### I/O nets highlighted, run 1

Scale bar: 20 µm.
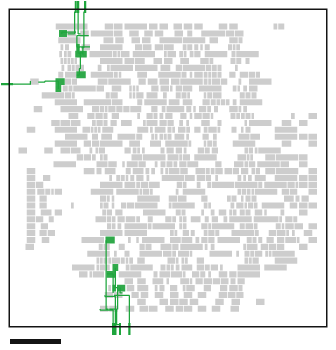
### Register map, names as in the netlist, run 1

Other sequential cells in the stronger gray, the rest of the logic in the fainter gray.
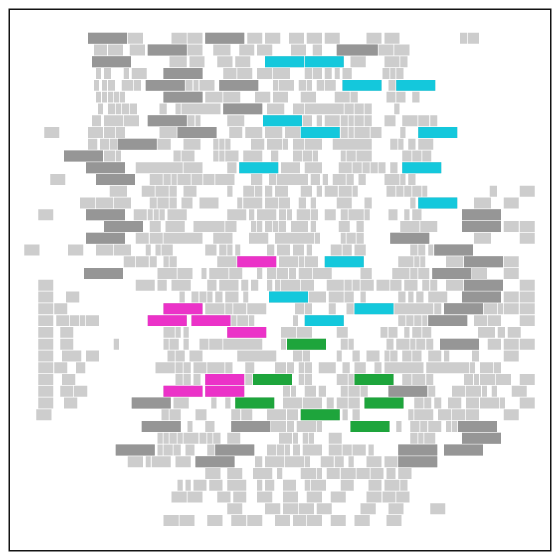
### The metal 2 layer, run 1

Scale bar: 20 µm.
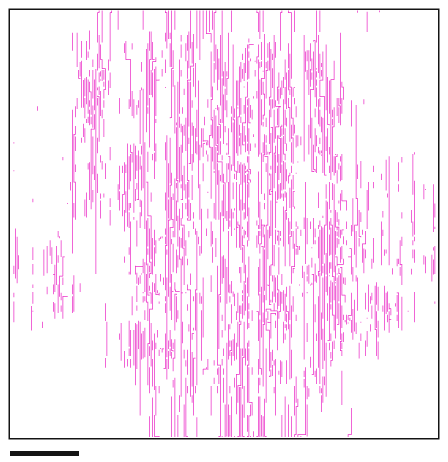
### Routed metal, one color a layer, run 1

Only two layers are drawn.
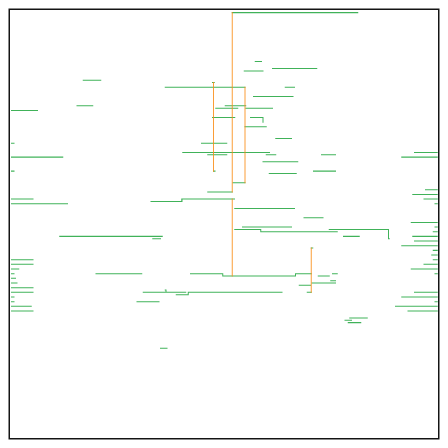
<file path="src/rtl/crtc_timing.sv">
// rtl/crtc_timing.sv - CRTC raster sequencer: character/scanline/row counters, syncs, display enable, MA/RA.
// Each char_strobe emits the current raster position on the outputs, then advances the counters.
module crtc_timing #(
  parameter int MA_WIDTH = 14
) (
  input  logic                clk,
  input  logic                res_b,
  input  logic                char_strobe,
  input  logic [7:0]          r0_h_total,
  input  logic [7:0]          r1_h_displayed,
  input  logic [7:0]          r2_h_sync_pos,
  input  logic [7:0]          r3_sync_width,
  input  logic [6:0]          r4_v_total,
  input  logic [4:0]          r5_v_adjust,
  input  logic [6:0]          r6_v_displayed,
  input  logic [6:0]          r7_v_sync_pos,
  input  logic [4:0]          r9_max_scan,
  input  logic [5:0]          r12_start_hi,
  input  logic [7:0]          r13_start_lo,
  output logic                h_sync,
  output logic                v_sync,
  output logic                de,
  output logic [MA_WIDTH-1:0] ma,
  output logic [4:0]          ra,
  output logic                frame_start
);

  typedef enum logic {ROWS, ADJUST} state_t;

  state_t              state;
  logic [7:0]          h_count;
  logic [4:0]          ra_count;
  logic [6:0]          v_count;
  logic [4:0]          adj_count;
  logic [MA_WIDTH-1:0] ma_row;
  logic                row_init;
  logic [3:0]          hs_rem;
  logic [3:0]          vs_rem;

  logic [MA_WIDTH-1:0] start_addr;
  logic [MA_WIDTH-1:0] ma_base;
  logic                line_end;
  logic                row_end;
  logic                rows_last;
  logic                enter_adj;
  logic                frame_end;

  // row_init stands in for an async load of the live start address, which reset cannot do.
  always_comb begin
    start_addr = MA_WIDTH'({r12_start_hi, r13_start_lo});
    ma_base    = row_init ? start_addr : ma_row;
    line_end   = (h_count == r0_h_total);
    row_end    = line_end && (ra_count == r9_max_scan);
    rows_last  = (state == ROWS) && row_end && (v_count == r4_v_total);
    enter_adj  = rows_last && (r5_v_adjust != 5'd0);
    frame_end  = (rows_last && (r5_v_adjust == 5'd0)) ||
                 ((state == ADJUST) && line_end && (adj_count == r5_v_adjust - 5'd1));
  end

  always_ff @(posedge clk or negedge res_b) begin
    if (!res_b) begin
      state       <= ROWS;
      h_count     <= 8'd0;
      ra_count    <= 5'd0;
      v_count     <= 7'd0;
      adj_count   <= 5'd0;
      ma_row      <= '0;
      row_init    <= 1'b1;
      hs_rem      <= 4'd0;
      vs_rem      <= 4'd0;
      h_sync      <= 1'b0;
      v_sync      <= 1'b0;
      de          <= 1'b0;
      ma          <= '0;
      ra          <= 5'd0;
      frame_start <= 1'b0;
    end else begin
      frame_start <= 1'b0;
      if (char_strobe) begin
        de          <= (h_count < r1_h_displayed) && (v_count < r6_v_displayed) && (state == ROWS);
        ma          <= ma_base + MA_WIDTH'(h_count);
        ra          <= ra_count;
        frame_start <= frame_end;

        // A width field of 0 loads 15 remaining, giving 16 active periods.
        if (h_count == r2_h_sync_pos) begin
          h_sync <= 1'b1;
          hs_rem <= r3_sync_width[3:0] - 4'd1;
        end else if (hs_rem != 4'd0) begin
          hs_rem <= hs_rem - 4'd1;
        end else begin
          h_sync <= 1'b0;
        end

        if (h_count == 8'd0) begin
          if ((state == ROWS) && (v_count == r7_v_sync_pos) && (ra_count == 5'd0)) begin
            v_sync <= 1'b1;
            vs_rem <= r3_sync_width[7:4] - 4'd1;
          end else if (vs_rem != 4'd0) begin
            vs_rem <= vs_rem - 4'd1;
          end else begin
            v_sync <= 1'b0;
          end
        end

        row_init <= 1'b0;
        ma_row   <= ma_base;
        h_count  <= line_end ? 8'd0 : h_count + 8'd1;

        if (frame_end) begin
          state    <= ROWS;
          v_count  <= 7'd0;
          ra_count <= 5'd0;
          ma_row   <= start_addr;
        end else if (line_end) begin
          if (row_end) begin
            ra_count <= 5'd0;
            ma_row   <= ma_base + MA_WIDTH'(r1_h_displayed);
            if ((state == ROWS) && !enter_adj) v_count <= v_count + 7'd1;
          end else begin
            ra_count <= ra_count + 5'd1;
          end
          if (enter_adj) begin
            state     <= ADJUST;
            adj_count <= 5'd0;
          end else if (state == ADJUST) begin
            adj_count <= adj_count + 5'd1;
          end
        end
      end
    end
  end

endmodule
</file>
<file path="config.mk">
export PLATFORM = sky130hd
export DESIGN_NAME = crtc_timing
export DESIGN_NICKNAME = d
export VERILOG_FILES = /design/src/rtl/crtc_timing.sv
export SDC_FILE = /design/constraint.sdc
export NUM_CORES = 1
export LEC_CHECK = 0
export CAP_MARGIN = 10
export CORE_MARGIN = 3
export CORE_UTILIZATION = 40
export DETAILED_ROUTE_END_ITERATION = 12
export PLACE_DENSITY = 0.71
export SLEW_MARGIN = 10
export SYNTH_ARGS = -nofsm -noshare
export SYNTH_HDL_FRONTEND = slang
export SYNTH_SLANG_ARGS = --single-unit
</file>
<file path="constraint.sdc">
create_clock -name clk -period 5.1 [get_ports clk]
set_input_delay 0.51 -clock clk [delete_from_list [all_inputs] [get_ports clk]]
set_output_delay 0.51 -clock clk [all_outputs]
set_load 0.005 [all_outputs]
</file>
==> flow_summary_export.csv, run 1 <==
group,metric,value,unit
power,clock_power_share,0.288,
power,power.switching,0.000713,W
clock_network,max-clock-path-buffers,2,
floorplan,coreArea,0.0135,mm²
logic_synthesis,synth.yosys.seq_area_share,0.319,
worst_setup_path,max_stage_delay,0.91,ns
placed_design,dp_hpwl,11700,µm
worst_setup_path,cpMaxStageDelayCell,"a2111oi_0",
floorplan,chipArea,0.0156,mm²
worst_setup_path,cp_cell_sequence,"buf_4, mux2_2, fa_1, a21o_1, a21oi_1, o21bai_1, a2111oi_0, nor3_1, xnor2_1, mux2_2",
run_status,status,"complete, no violations",
power,power.internal,0.00144,W
finish,stdcell_area,0.00708,mm²
job,max_cap_violations,0,
sta,fmax,243,MHz
logic_synthesis,ys_warn_count,0,
hold_path,hold_path_class,"in -> async",
finish,fillers,1228,
floorplan,die_w,125,µm
power,combPwrFrac,0.341,
logic_synthesis,synth.area.mux_share,0.0879,
clock_network,cts_buffers,9,
logic_synthesis,synth_cell_type_count,59,
finish,insertedDiodeCount,0,
grt,grt_max_degree,73,
logic_synthesis,synthTopLogicFamily,"simple AND/OR/NAND/NOR gates",
worst_setup_path,critPathMostFrequentCell,"mux2_2",
placed_design,dpl-instance-area,0.00679,mm²
worst_setup_path,arrival,4.34,ns
sta,hold_ws,0.405,ns
sta,maxSlewViolCount,0,
worst_setup_path,rrSetupSlack,0.98,ns
finish,fin_cells,911,
finish,areaGrowthSynthToFinish,25.2,%
logic_synthesis,ys_sh_adder,0.0912,
floorplan,fp_util,0.418,
logic_synthesis,synth_area,0.00565,mm²
logic_synthesis,synthCells,645,
logic_synthesis,async_reset_ff_frac,1.00,
power,p_seq_frac,0.371,
sta,fin_setup_tns,0,ns
floorplan,rows,42,
logic_synthesis,fp_nets,765,
grt,grt_antenna_before_repair,0,
finish,layout_top_cell,"clkdlybuf4s50_1",
sta,fin_crit_sh,0.807,
worst_setup_path,crit_required,5.32,ns
finish,drive_gt1_frac,0.0844,
route,detail-route-antenna-nets,0,
logic_synthesis,xor_share,0.102,
grt,grt_pass1_wl,25500,µm
placed_design,routabilityCongestion,0.905,
worst_setup_path,crit_path_max_fanout,26,
clock_network,cts_root_buf,"clkbuf_16",
clock_network,clock_sinks,72,
grt,grt-ovfl-total,0,
clock_network,clk_pin_slew_worst_paths,0.06,ns
placed_design,dp_slack,1.00,ns
sta,hold_viol,0,
route,route.detailed.drc,0,
grt,grt_pass1_vias,5043,
clock_network,cts_tree,"done",
clock_network,cts_resized,0,
finish,most-common-layout-cells,"100 x clkdlybuf4s50_1, 71 x dfrtp_1, 55 x nor2_1",
worst_setup_path,endpoint_kind,"register",
-- 'I/O nets highlighted' (at the start) --
[green] r3_sync_width | bits: 8 | direction: input | end cells: 12 | buffers: 8 | wire: 212 µm
# IOs: 103
Port Buf Inserts: 102

-- 'Register map, names as in the netlist' (at the start) --
[magenta] h_count | placed flops: 8 | where: center
[green] v_count | placed flops: 7 | where: bottom center
[cyan] ma_row | placed flops: 14
not colored: 43
Power Sequential: 0.000797 W
sequential share of cell area: 0.255
Sequential cell area: 0.00180 mm²
Core Util, Final: 0.524

-- 'The metal 2 layer' (at the start) --
share of all routed wire: 50%
nets with wire on the layer: 717
WL final: 15400 µm
M2 GR Usage: 0.340
via count: 5148

-- 'Routed metal, one color a layer' (at the start) --
[green] M3 | wire length: 718 µm
[orange] M4 | wire length: 141 µm
WL/cell: 16.9 µm
All-Layer GR Usage: 0.197

-- run 1: kinds of logic after synthesis --
logic type | after synthesis
flops | 72
simple gates | 231
compound gates | 124
fa+ha+maj | 40
mux | 46
buf+inv | 66
xor+xnor | 66
-- run 1: cells in the mapped netlist (3+ instances only) --
library cell  count  area (µm²)
inv_1            34         128
or4_1             5        37.5
nor2_1           55         206
o31ai_1           8        60.1
mux2i_1          17         170
nand3_1          34         170
nand2_1          41         154
nor4b_1           4        35.0
nand4_1          16         100
nand2b_1          5        31.3
and4b_1           6        60.1
nand4b_1          3        26.3
clkbuf_1         23        86.3
xor2_1           40         350
nor2b_1           7        43.8
a31oi_1           4        25.0
ha_1             38         475
o2bb2ai_1         4        35.0
or3_1             8        50.1
o211ai_1          4        30.0
nor3b_1           7        52.6
nor4_1            9        56.3
o21ai_0          40         200
mux2_2           29         327
buf_1             3        11.3
a21oi_1          32         160
buf_2             5        25.0
or2_2             5        31.3
xnor2_1          26         228
a211oi_1          3        22.5
nor3_1           19        95.1
a21o_1            8        60.1
dfrtp_1          71        1780
-- run 1: layout make-up --
type | count | area [µm²] | area share
clock inverters | 5 | 58.8 | 0.00831
multi-input cells | 507 | 3590 | 0.507
clock buffers | 10 | 229 | 0.0323
well taps | 176 | 220 | 0.0311
flip-flops and latches | 72 | 1800 | 0.255
repair buffers | 107 | 1050 | 0.148
inverters | 34 | 128 | 0.0180
-- run 1: sequential cells by signal, summed over array words and instances (netlist names) --
| signal | count |
|---|---|
| h_sync | 1 |
| state | 1 |
| ma | 14 |
| ra_count | 5 |
| ma_row | 14 |
| ra | 5 |
| hs_rem | 4 |
| de | 1 |
| adj_count | 5 |
| vs_rem | 4 |
| h_count | 8 |
| v_count | 7 |
| frame_start | 1 |
| row_init | 1 |
| v_sync | 1 |
-- run 1: final timing paths --
path | from | endpoint | cells past startpoint
worst max-delay path | row_init | ma[12] | 10
worst max register to register | row_init | ma[12] | 10
worst min-delay path | res_b | ma_row[11] | 2
min in group clk | h_sync | h_sync | 2
max in group asynchronous | res_b | adj_count[0] | 2
worst min register to register | h_sync | h_sync | 2
-- run 1: worst reg2reg max path, delay by kind of cell, from the launching register on --
| kind | cells | cell delay (ns) |
|---|---|---|
| compound gates | 4 | 1.44 |
| flops | 1 | 0.72 |
| mux | 2 | 0.72 |
| fa+ha+maj | 1 | 0.44 |
| buf+inv | 1 | 0.35 |
| simple gates | 1 | 0.18 |
| xor+xnor | 1 | 0.17 |
-- run 1: routing by layer --
layer	GRT usage	vias up	wire length [µm]
met2	0.340	143	7740
met4	0.0402	0	141
met1	0.262	2498	6800
met5	0	-	0
met3	0.0317	12	717
li1	-	2495	-
-- run 1: power groups by stage --
stage | logic (W) | clock network [W] | registers, W
global placement | 0.000706 | 0 | 0.000803
global route | 0.000822 | 0.000656 | 0.000815
floorplan | 0.000491 | 0 | 0.000747
finish | 0.000733 | 0.000619 | 0.000797
CTS | 0.000737 | 0.000630 | 0.000799
detailed placement | 0.000731 | 0 | 0.000808
==> inputs of run 2 (changes only) <==
--- a/config.mk
+++ b/config.mk
@@ -9,7 +9,7 @@
 export CORE_MARGIN = 3
 export CORE_UTILIZATION = 40
 export DETAILED_ROUTE_END_ITERATION = 12
-export PLACE_DENSITY = 0.71
+export PLACE_DENSITY = 0.73
 export SLEW_MARGIN = 10
 export SYNTH_ARGS = -nofsm -noshare
 export SYNTH_HDL_FRONTEND = slang
==> constraint.sdc (replaced) <==
create_clock -name clk -period 3.38 [get_ports clk]
set_input_delay 0.338 -clock clk [delete_from_list [all_inputs] [get_ports clk]]
set_output_delay 0.338 -clock clk [all_outputs]
set_load 0.005 [all_outputs]
### The metal 2 layer, run 2

Scale bar: 20 µm.
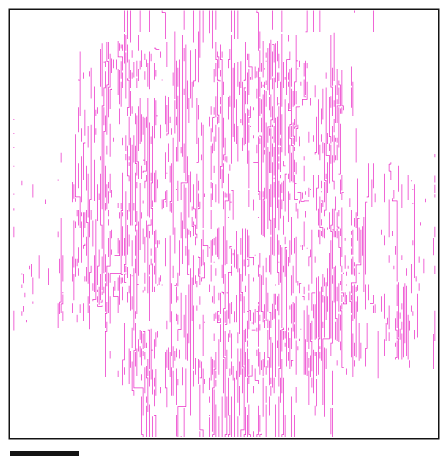
wire length on this layer: 7850 µm
longest straight run: 42.8 µm
nets with wire on the layer: 743
main direction: vertical
share of all routed wire: 49%
via count: 5206
WL final: 16100 µm
M2 GR Usage: 0.340

### Cell outlines without signal wires, run 2

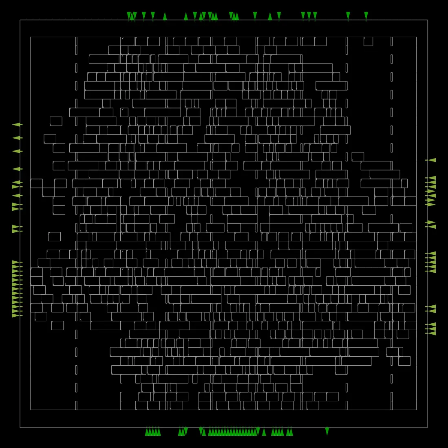
tap cells: 176
Core Region: 0.0135 mm²
flip-flops: 72
Core Util, Final: 0.538
sequential share of cell area: 0.248

==> run 2 against run 1 <==
  * Register-to-register slack worse by 0.91 ns
  * Utilization grew 1.4 points
  * Area after synthesis unchanged
  * Critical path depth unchanged
  * Critical endpoint unchanged
==> flow_summary_export.csv, run 2 <==
group,metric,value,unit
clock_network,cts_resized,0,
sta,fmax,303,MHz
sta,hold_ws,0.148,ns
logic_synthesis,synth.yosys.seq_area_share,0.319,
placed_design,port_buffers,102,
worst_setup_path,crit_required,3.60,ns
floorplan,fp_util,0.418,
logic_synthesis,top_cells_by_count,"71 x dfrtp_1, 55 x nor2_1, 41 x nand2_1, 40 x o21ai_0, 40 x xor2_1",
worst_setup_path,crit_path_max_fanout,6,
clock_network,max-clock-path-buffers,2,
logic_synthesis,synth_cell_type_count,59,
logic_synthesis,ys_warn_count,0,
clock_network,clock_sinks,72,
clock_network,cts_buffers,9,
placed_design,dpl-instance-area,0.00692,mm²
finish,layout_top_cell,"clkdlybuf4s50_1",
worst_setup_path,critical_path_class,"reg -> reg",
sta,maxSlewViolCount,0,
finish,stdcell_area,0.00727,mm²
worst_setup_path,max_stage_delay,0.60,ns
job,warning_count,29,
grt,grt_antenna_before_repair,0,
logic_synthesis,top_cell,"dfrtp_1",
finish,fillers,1219,
logic_synthesis,synth_area,0.00565,mm²
placed_design,dp_hpwl,12200,µm
finish,drive_gt1_frac,0.109,
power,power.switching,0.00111,W
finish,reg.largest.list,"ma x14, ma_row x14, h_count x8",
grt,grt-ovfl-total,0,
clock_network,clk_pin_slew_worst_paths,0.06,ns
grt,grt_pass1_wl,26300,µm
logic_synthesis,fp_nets,765,
finish,combGateArea,0.00362,mm²
route,drt-vias-per-instance,5.61,
logic_synthesis,synthCells,645,
route,detail-route-antenna-nets,0,
finish,insertedDiodeCount,0,
logic_synthesis,yosysTopAreaCellShare,0.314,
power,power,0.00342,W
floorplan,rows,42,
clock_network,cts_tree,"done",
job,max_cap_violations,0,
clock_network,cts_root_buf,"clkbuf_16",
route,route.detailed.drc,0,
finish,areaGrowthSynthToFinish,28.6,%
worst_setup_path,cp_cell_sequence,"mux2_2, ha_1, fa_1, a21o_1, a21oi_1, o21bai_1, a2111oi_4, nor3_1, xnor2_1, mux2_2",
sta,hold_viol,0,
power,clock_power_share,0.302,
floorplan,ios,103,
placed_design,routabilityCongestion,0.859,
floorplan,chipArea,0.0156,mm²
finish,seq_area,0.00180,mm²
power,p_seq_frac,0.339,
worst_setup_path,arrival,3.52,ns
worst_setup_path,endpoint_kind,"register",
sta,worst_pin_slew,0.931,ns
worst_setup_path,critPathMostFrequentCell,"mux2_2",
sta,skew,0.00527,ns
sta,fin_crit_sh,0.977,
logic_synthesis,largest_area_cell,"dfrtp_1",
power,combPwrFrac,0.359,
floorplan,die_w,125,µm
run_status,status,"complete, no violations",
grt,grt_max_degree,73,
route,dr.first_iter.drc_count,429,
hold_path,hold_path_class,"in -> async",
logic_synthesis,area_leaders,"dfrtp_1 31%, ha_1 8.4%, xor2_1 6.2%",
power,power.internal,0.00232,W
grt,grt_pass1_vias,5359,
finish,most-common-layout-cells,"100 x clkdlybuf4s50_1, 71 x dfrtp_1, 55 x nor2_1",
logic_synthesis,async_reset_ff_frac,1.00,
worst_setup_path,cpMaxStageDelayCell,"dfstp_2",
### Routed metal, one color a layer, run 2

Only two layers are drawn.
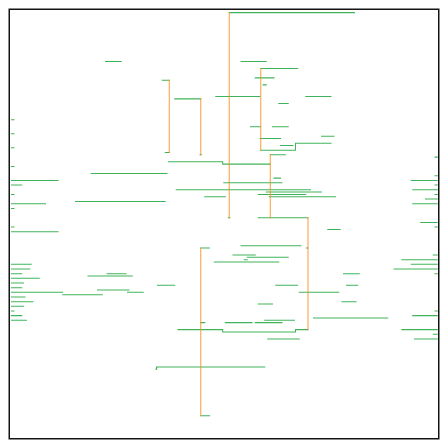
[orange] M4 | wire length: 221 µm
[green] M3 | wire length: 832 µm
WL/cell: 17.3 µm
All-Layer GR Usage: 0.204

-- run 2: cell counts after synthesis --
Identical to the previous run, type by type.
-- run 2: logic make-up after synthesis --
group | synth area share
and+or+nand+nor | 0.215
AOI/OAI and AO/OA | 0.139
DFF | 0.319
xor gates and xnor gates | 0.102
buffers and inverters | 0.0456
muxes | 0.0879
adders and majority gates | 0.0912
-- run 2: final cells by class --
class	instances	area share
Timing Repair Buffer	123	0.161
Multi-Input combinational cell	507	0.498
Sequential cell	72	0.248
Clock inverter	5	0.0110
Tap cell	176	0.0303
Inverter	34	0.0176
Clock buffer	11	0.0334
-- run 2: metrics by stage --
stage / std cells / TNS (ns) / setup slack [ns]
after detailed placement: 912 / 0 / 0.0341
after global placement: 912 / 0 / 0.147
after global routing: 928 / -0.0334 / -0.0334
final: 928 / 0 / 0.0770
after CTS: 928 / 0 / 0.0687
after floorplan: 645 / 0 / 0.0344
-- run 2: path summary, 6_finish.rpt --
path,startpoint,endpoint,slack (ns),depth (start not counted)
max,row_init,ma[12],0.08,10
min,res_b,ma_row[9],0.15,1
max reg2reg,row_init,ma[12],0.08,10
min reg2reg,h_sync,h_sync,0.49,2
max in group asynchronous,res_b,vs_rem[3],2.64,1
min in group clk,h_sync,h_sync,0.49,2
-- run 2: power groups by stage --
stage	logic, W	registers, W	clock network [W]
global placement	0.00117	0.00117	0
CTS	0.00122	0.00116	0.00105
floorplan	0.000746	0.00113	0
detailed placement	0.00121	0.00117	0
global route	0.00136	0.00118	0.00109
finish	0.00123	0.00116	0.00103
-- run 2: metal layers --
layer  part of all wire  up-vias  track usage
met3              0.052       18       0.0373
li1                   -     2519            -
met1               0.45     2511        0.267
met2               0.49      158        0.340
met4              0.014        0       0.0676
met5                  0        -            0
==> inputs of run 3 (changes only) <==
--- a/config.mk
+++ b/config.mk
@@ -5,7 +5,7 @@
 export SDC_FILE = /design/constraint.sdc
 export NUM_CORES = 1
 export LEC_CHECK = 0
-export CAP_MARGIN = 10
+export CAP_MARGIN = 20
 export CORE_MARGIN = 3
 export CORE_UTILIZATION = 40
 export DETAILED_ROUTE_END_ITERATION = 12
### The metal 2 layer, run 3

Scale bar: 20 µm.
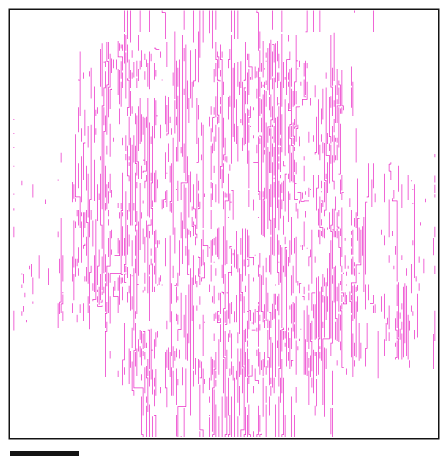
main direction: vertical
share of all routed wire: 49%
wire length on this layer: 7850 µm
longest straight run: 42.8 µm
nets with wire on the layer: 743

### Register map, names as in the netlist, run 3

Other sequential cells in the stronger gray, the rest of the logic in the fainter gray.
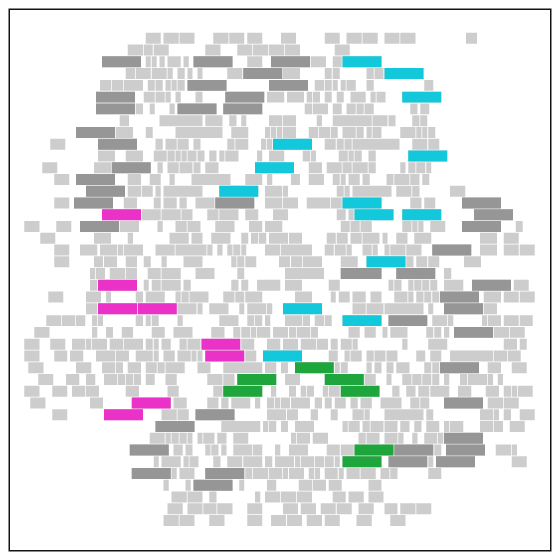
[green] v_count | placed flops: 7
[cyan] ma_row | placed flops: 14
[magenta] h_count | placed flops: 8 | where: middle left
Power Sequential: 0.00116 W

==> run 3 against run 2 <==
  * Register-to-register slack about the same
  * Area after synthesis unchanged
  * Sequential cell count unchanged
  * Power unchanged
  * Via count unchanged
==> flow_summary_export.csv, run 3 <==
group,metric,value,unit
worst_setup_path,critPathMostFrequentCell,"mux2_2",
placed_design,port_buffers,102,
logic_synthesis,synthCells,645,
job,warning_count,29,
finish,drive_gt1_frac,0.109,
worst_setup_path,crit_required,3.60,ns
sta,hold_viol,0,
clock_network,clock_sinks,72,
clock_network,cts_root_buf,"clkbuf_16",
grt,grt_antenna_before_repair,0,
floorplan,coreArea,0.0135,mm²
sta,worst_pin_slew,0.931,ns
logic_synthesis,synth_area,0.00565,mm²
placed_design,dp_hpwl,12200,µm
grt,grt_pass1_wl,26300,µm
grt,grt_pass1_vias,5359,
grt,grt_max_degree,73,
worst_setup_path,worstReg2RegStart,"row_init",
logic_synthesis,top_cells_by_count,"71 x dfrtp_1, 55 x nor2_1, 41 x nand2_1, 40 x o21ai_0, 40 x xor2_1",
grt,grt_usage,0.204,
finish,areaGrowthSynthToFinish,28.6,%
route,dr_wl_met3,831,µm
floorplan,ios,103,
worst_setup_path,critPathLaunch,"row_init",
route,drt-met1-wl,7160,µm
route,wl_met2,7850,µm
worst_setup_path,endpoint_kind,"register",
logic_synthesis,ys_warn_count,0,
logic_synthesis,async_reset_ff_frac,1.00,
logic_synthesis,synth_cell_type_count,59,
finish,most-common-layout-cells,"100 x clkdlybuf4s50_1, 71 x dfrtp_1, 55 x nor2_1",
placed_design,routabilityCongestion,0.859,
route,wl_per_cell,17.3,µm
route,detail-route-antenna-nets,0,
sta,fmax,303,MHz
worst_setup_path,critical_path_class,"reg -> reg",
finish,reg.largest.list,"ma x14, ma_row x14, h_count x8",
logic_synthesis,synth.yosys.seq_area_share,0.319,
route,dr.first_iter.drc_count,429,
logic_synthesis,yosys_most_used_dff,"dfrtp_1",
logic_synthesis,fp_nets,765,
sta,hold_ws,0.148,ns
finish,layout_top_cell,"clkdlybuf4s50_1",
floorplan,rows,42,
route,drt-vias-per-instance,5.61,
power,power,0.00342,W
route,dr.max_layer_used,"met4",
floorplan,fp_util,0.418,
hold_path,hold_path_class,"in -> async",
sta,skew,0.00527,ns
worst_setup_path,max_stage_delay,0.60,ns
sta,fin_crit_sh,0.977,
logic_synthesis,top_cell,"dfrtp_1",
grt,grt-ovfl-total,0,
clock_network,max-clock-path-buffers,2,
logic_synthesis,largest_area_cell,"dfrtp_1",
sta,maxSlewViolCount,0,
run_status,status,"complete, no violations",
clock_network,clk_pin_slew_worst_paths,0.06,ns
sta,rsz0062_at_grt,"yes",
worst_setup_path,cpMaxStageDelayCell,"dfstp_2",
worst_setup_path,arrival,3.52,ns
floorplan,chipArea,0.0156,mm²
logic_synthesis,area_leaders,"dfrtp_1 31%, ha_1 8.4%, xor2_1 6.2%",
clock_network,cts_tree,"done",
finish,insertedDiodeCount,0,
power,powerDensity,471,mW/mm²
route,route.detailed.drc,0,
worst_setup_path,cp_cell_sequence,"mux2_2, ha_1, fa_1, a21o_1, a21oi_1, o21bai_1, a2111oi_4, nor3_1, xnor2_1, mux2_2",
job,max_cap_violations,0,
route,vias,5206,
logic_synthesis,yosysTopAreaCellShare,0.314,
floorplan,die_w,125,µm
clock_network,cts_buffers,9,
worst_setup_path,crit_path_max_fanout,6,
### Routed metal, one color a layer, run 3

Only two layers are drawn.
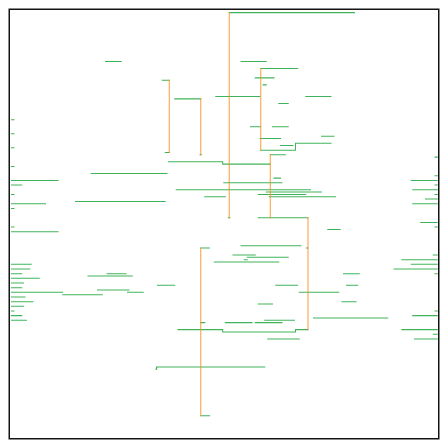
[orange] M4 | wire length: 221 µm
[green] M3 | wire length: 832 µm

-- run 3: kinds of logic (layout without fill, tap and decap cells) --
logic type      after synthesis  in the layout  synth area share
flops                        72             72             0.319
mux                          46             46            0.0879
xor+xnor                     66             66             0.102
simple gates                231            231             0.215
compound gates              124            124             0.139
buf+inv                      66            173            0.0456
fa+ha+maj                    40             40            0.0912
-- run 3: report_power, final --
group / internal [W] / switching (W) / total [W] / leakage, nW
clock network: 0.000665 / 0.000370 / 0.00103 / 0.152
registers: 0.00100 / 0.000156 / 0.00116 / 0.898
logic: 0.000650 / 0.000581 / 0.00123 / 2.05
-- run 3: final cells by class --
class,count,area [µm²]
clock inverters,5,80.1
inverters,34,128
multi-input cells,507,3620
clock buffers,11,243
fillers,1219,6240
well taps,176,220
repair buffers,123,1170
flip-flops and latches,72,1800
-- run 3: final timing paths --
kind	endpoint	slack, ns	depth (start not counted)
worst max-delay path	ma[12]	0.08	10
worst min-delay path	ma_row[9]	0.15	1
worst max register to register	ma[12]	0.08	10
worst min register to register	h_sync	0.49	2
max in group asynchronous	vs_rem[3]	2.64	1
min in group clk	h_sync	0.49	2
-- run 3: worst register-to-register path, delay by kind of cell, from the launching register on --
kind	cells	cell delay [ns]
DFF	1	0.60
adders and majority gates	2	0.65
muxes	2	0.69
AOI/OAI and AO/OA	4	0.99
and+or+nand+nor	1	0.12
xor gates and xnor gates	1	0.14
-- run 3: per-stage QoR --
stage	std cells	util	TNS, ns	cell area (µm²)	worst slack (ns)
2_1_floorplan	645	-	0	5670	0.0344
3_3_place_gp	912	0.512	0	6920	0.147
3_5_place_dp	912	0.512	0	6920	0.0341
4_1_cts	928	0.536	0	7240	0.0687
5_1_grt	928	0.538	-0.0334	7270	-0.0334
6_report	928	0.538	0	7270	0.0770
-- run 3: timing repair --
action,CTS,global route
resized,0,3
setup endpoints to repair,0,4
endpoints found under the hold margin,0,0
-- run 3: routing by layer --
metal,vias up,global-route usage
met5,-,0
met4,0,0.0676
met3,18,0.0373
met2,158,0.340
met1,2511,0.267
li1,2519,-
No activity file was given, so power comes from the tool's default toggle rates.
